**Power grid**

(2 px per micron) Pins as bars on the die edge.
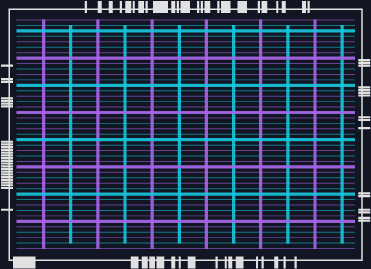
**Clock routing**

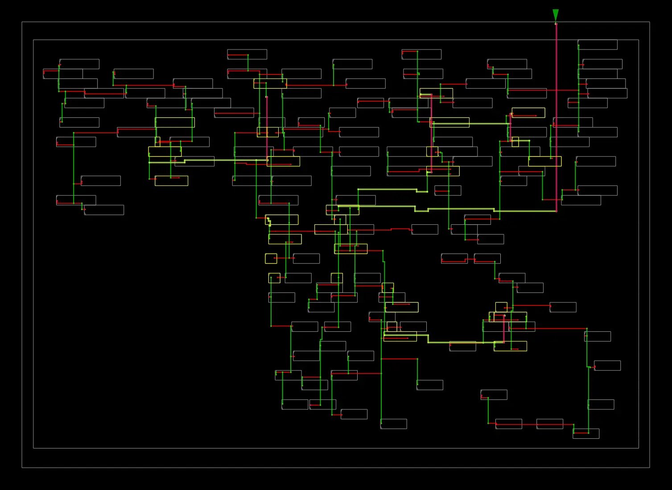
**Routed metal, one colour a layer**

(3 px per micron)
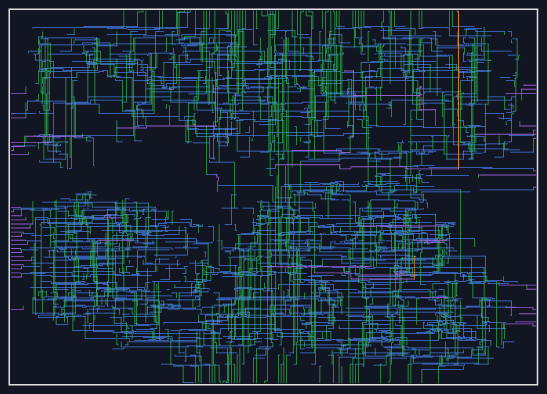
**Gate-type map**

(1.5 px per micron)
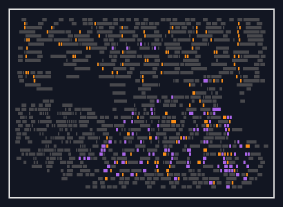
### src/rtl/output_reader.sv
// Streams computed rows back out of the output BRAM, walking the same address
// sequence the output write stage uses, through a 2-entry FIFO to a valid/ready consumer.
module output_reader #(
  parameter int AWIDTH            = 10,
  parameter int DWIDTH            = 8,
  parameter int MAT_MUL_SIZE      = 4,
  parameter int ADDR_STRIDE_WIDTH = 8,
  parameter int MASK_WIDTH        = 4
) (
  input  logic                           clk,
  input  logic                           reset,
  input  logic                           start,
  input  logic [AWIDTH-1:0]              base_addr,
  input  logic [ADDR_STRIDE_WIDTH-1:0]   address_stride,
  input  logic                           conv_mode,
  input  logic [15:0]                    out_img_height,
  input  logic [15:0]                    out_img_width,
  input  logic [7:0]                     num_rows,
  input  logic [MASK_WIDTH-1:0]          validity_mask,
  output logic [AWIDTH-1:0]              bram_addr,
  output logic                           bram_en,
  input  logic [MAT_MUL_SIZE*DWIDTH-1:0] bram_rdata,
  output logic [MAT_MUL_SIZE*DWIDTH-1:0] out_data,
  output logic                           out_valid,
  input  logic                           out_ready,
  output logic                           busy,
  output logic                           done
);

  localparam int RWIDTH = MAT_MUL_SIZE * DWIDTH;

  localparam logic [1:0] IDLE  = 2'd0;
  localparam logic [1:0] READ  = 2'd1;
  localparam logic [1:0] DRAIN = 2'd2;
  localparam logic [1:0] DONE  = 2'd3;

  logic [1:0]            state;
  logic [AWIDTH-1:0]     row_addr;
  logic [AWIDTH-1:0]     addr_step;
  logic [AWIDTH-1:0]     conv_step;
  logic                  conv_lat;
  logic                  zero_run;
  logic [7:0]            rows_total;
  logic [7:0]            rows_issued;
  logic [MASK_WIDTH-1:0] mask_lat;
  logic                  in_flight;

  logic [RWIDTH-1:0]     fifo_mem [2];
  logic                  wr_ptr;
  logic                  rd_ptr;
  logic [1:0]            fifo_count;
  logic [1:0]            count_next;
  logic [2:0]            occupancy;
  logic                  fifo_wr;
  logic                  fifo_pop;
  logic                  issue;
  logic [RWIDTH-1:0]     masked_rdata;

  // Conv step is the full 32-bit product, only its low AWIDTH bits matter for addressing.
  assign conv_step = AWIDTH'(32'(out_img_height) * 32'(out_img_width));

  assign out_valid  = (fifo_count != 2'd0);
  assign out_data   = fifo_mem[rd_ptr];
  assign fifo_pop   = out_valid & out_ready;
  assign fifo_wr    = in_flight;
  assign count_next = fifo_count + 2'(fifo_wr) - 2'(fifo_pop);

  // A row popped this cycle frees its slot in time for the read issued now,
  // which keeps full throughput without ever exceeding two buffered rows.
  assign occupancy = 3'(fifo_count) + 3'(in_flight) - 3'(fifo_pop);
  assign issue     = (state == READ) && (occupancy < 3'd2);

  assign bram_en   = issue;
  assign bram_addr = row_addr;
  assign done      = (state == DONE);
  assign busy      = (state == READ) || (state == DRAIN) || ((state == DONE) && zero_run);

  always_comb begin
    masked_rdata = '0;
    for (int i = 0; i < MAT_MUL_SIZE; i++) begin
      if (mask_lat[i]) masked_rdata[i*DWIDTH +: DWIDTH] = bram_rdata[i*DWIDTH +: DWIDTH];
    end
  end

  always_ff @(posedge clk) begin
    if (reset) begin
      state       <= IDLE;
      row_addr    <= '0;
      addr_step   <= '0;
      conv_lat    <= 1'b0;
      zero_run    <= 1'b0;
      rows_total  <= '0;
      rows_issued <= '0;
      mask_lat    <= '0;
    end else begin
      case (state)
        IDLE: begin
          if (start) begin
            row_addr    <= base_addr;
            addr_step   <= conv_mode ? conv_step : AWIDTH'(address_stride);
            conv_lat    <= conv_mode;
            rows_total  <= num_rows;
            rows_issued <= '0;
            mask_lat    <= validity_mask;
            zero_run    <= (num_rows == 8'd0);
            state       <= (num_rows == 8'd0) ? DONE : READ;
          end
        end
        READ: begin
          if (issue) begin
            row_addr    <= conv_lat ? row_addr + addr_step : row_addr - addr_step;
            rows_issued <= rows_issued + 8'd1;
            if (rows_issued + 8'd1 == rows_total) state <= DRAIN;
          end
        end
        DRAIN: begin
          if (!in_flight && count_next == 2'd0) state <= DONE;
        end
        DONE: begin
          zero_run <= 1'b0;
          state    <= IDLE;
        end
        default: state <= IDLE;
      endcase
    end
  end

  always_ff @(posedge clk) begin
    if (reset) in_flight <= 1'b0;
    else       in_flight <= issue;
  end

  // Read data lands one cycle after bram_en and is masked on its way into the FIFO.
  always_ff @(posedge clk) begin
    if (reset) begin
      fifo_mem[0] <= '0;
      fifo_mem[1] <= '0;
      wr_ptr      <= 1'b0;
      rd_ptr      <= 1'b0;
      fifo_count  <= 2'd0;
    end else begin
      if (fifo_wr) begin
        fifo_mem[wr_ptr] <= masked_rdata;
        wr_ptr           <= ~wr_ptr;
      end
      if (fifo_pop) rd_ptr <= ~rd_ptr;
      fifo_count <= count_next;
    end
  end

  fifo_no_overflow: assert property (@(posedge clk) disable iff (reset)
    !(fifo_wr && !fifo_pop && fifo_count == 2'd2));

endmodule

### config.mk
export PLATFORM = sky130hd
export DESIGN_NAME = output_reader
export DESIGN_NICKNAME = d
export VERILOG_FILES = /design/src/rtl/output_reader.sv
export SDC_FILE = /design/constraint.sdc
export NUM_CORES = 1
export LEC_CHECK = 0
export ABC_CLOCK_PERIOD_IN_PS = 9890
export CORE_ASPECT_RATIO = 0.7
export CORE_MARGIN = 3
export CORE_UTILIZATION = 35
export DETAILED_ROUTE_END_ITERATION = 16
export PLACE_DENSITY_LB_ADDON = 0.2
export SLEW_MARGIN = 20
export SYNTH_ARGS = -nofsm -noshare
export SYNTH_HDL_FRONTEND = slang
export SYNTH_SLANG_ARGS = --single-unit
### constraint.sdc
create_clock -name clk -period 9.89 [get_ports clk]
set_input_delay 1.978 -clock clk [delete_from_list [all_inputs] [get_ports clk]]
set_output_delay 1.978 -clock clk [all_outputs]
set_load 0.02 [all_outputs]
==> results.ini <==
[drt]
wl_per_cell_microns=15.2
finalWirelength_microns=17100
vias=5310
dr.pass1.iters=5
drtIter0Drc=228

[clock_network]
cts_resized=0
max-clock-path-buffers=2
cts_setup_buffers=0
hold_buffers=0
cts_sinks=114
h-tree-depth=4
path_clk_slew_ps=50
root_buffer=clkbuf_16
cts_tree=yes

[placement]
place_congestion=0.790
dpl-instance-area_sq_um=8590
io_buffers=132
place_ws_ps=2890
dp_cells=1095
hpwlAfterDp_microns=12400

[power]
powerSeq_mw=0.649
pwr-share-seq_pct=26.5
p_sw_mw=0.942
intPower_mw=1.51
power_mw=2.45
p_leak_nw=3.59
power.largest_group=combinational logic
comb_power_share_pct=48.7
powerComb_mw=1.19
clkPwrFrac_pct=24.8
power_density_nw_per_um2=267
ir_worst_vdd_v=0.000104

[finish]
inverters=39
lay_top_count=clkdlybuf4s50_1
num-multi-input-gates=540
postLayoutCellArea_sq_um=9170
diodes=0
finalNonFillerCells=1127
fill_cells=1880
drive_gt1_share_pct=9.50
clockBufferCount=18
final-seq-area_sq_um=2920
comb-cell-share_pct=41.7
final_nets=1014
post-route-util_pct=47.4
seq_share_pct=31.9
lay_top_cells=clkdlybuf4s50_1, nand2_1, nor2_1
regMostFlops=fifo_mem
layout.nonclk_buf_share_pct=14.8
largest_class=logic gates

[floorplan]
rows=42
die_h_microns=125
taps=264
fp_util_pct=36.4
chipWidth_microns=176
io_pins=145

[final_timing]
fin_crit_sh_pct=66.3
tightest_slew_ps=933
finalHoldViolCount=0
fmax_mhz=153
slew_violations=0
setup_tns_ps=0
fin_ws_ps=3340
fin_skew_ps=17.8
period_needed_ps=6550
fin_hold_ws_ps=455
rsz0062_at_grt=no
setup_violations=0

[synthesis]
ff_type=edfxtp_1
synthCells=730
ys_seq_elements=114
ys_seq_share_pct=41.5
ys_types=48
fp_nets=894
yosys.area.top_type=edfxtp_1
ys_sh_mux_pct=6.84
netlist_logic_family_top=simple AND/OR/NAND/NOR gates
yosys_warnings=0
simple_gate_area_share_pct=17.4
yosysChipArea_sq_um=7040
ys_top_cells_by_area=edfxtp_1, dfxtp_1, ha_1
edf_count=64
syn_avg_cell_area_sq_um=9.65
ys_sh_xor_pct=6.93
ys_cells=730
async_flop_share_pct=0
synthAoiAreaFrac_pct=8.95
top_cell_area_share_pct=27.3
synthTopCellsByCount=nand2_1, nor2_1, edfxtp_1

[setup_path]
required_ps=10160
cp_max_fo=9
crit_type=in -> reg
crit_path_end_kind=flip-flop

[global_route]
antenna_found_initial=0
grt_max_degree=49
overflow=0
grt_use_total_pct=15.9
grt_pass1_wl_microns=27800

[flow_run]
warnings=41
drv_cap=0

[run_status]
outcome=complete, no violations

About 'power grid':
purple -> VSS
cyan -> VDD
met1 rails = 43
met4 straps = 12
signal pins = 145
rows = 42
met5 straps = 8

About 'clock routing':
clk latency late pin: 410 ps
flop count: 114
Clock group: 0.608 mW
CTS Buf Count: 17

About 'routed metal, one colour a layer':
blue -> M1  # wire length 8950 microns
green -> M2  # wire length 7520 microns
orange -> M4  # wire length 107 microns
purple -> M3  # wire length 567 microns

About 'gate-type map':
purple -> aoi and oai cells  # cells 94
orange -> nor cells  # cells 116, where spread over the die

## routing by layer
layer	vias to the layer above	part of all wire, %	GRT usage (%)
li1	2728	-	-
met1	2480	52	23.9
met2	90	44	23.1
met3	12	3.3	3.20
met4	0	0.62	3.91
met5	-	0	0
## critical path: stages
cell	delay (ps)
clkdlybuf4s50_1	680
nand2_1	130
fa_1	460
fa_1	560
inv_1	50
fa_1	460
fa_1	520
fa_1	480
xnor2_2	160
xnor2_1	180
xnor2_1	140
xnor3_1	430
or4_1	400
nand4_1	110
a21oi_1	80
## worst paths after layout
kind,depth (start not counted),slack [ps],startpoint,to
worst max-delay path,15,3340,out_img_height[1],addr_step[9]
worst min-delay path,2,460,addr_step[8],addr_step[8]
worst max register to register,14,6490,fifo_count[1],rows_issued[2]
worst min register to register,2,460,addr_step[8],addr_step[8]
Power is estimated from default activity; no workload was simulated.
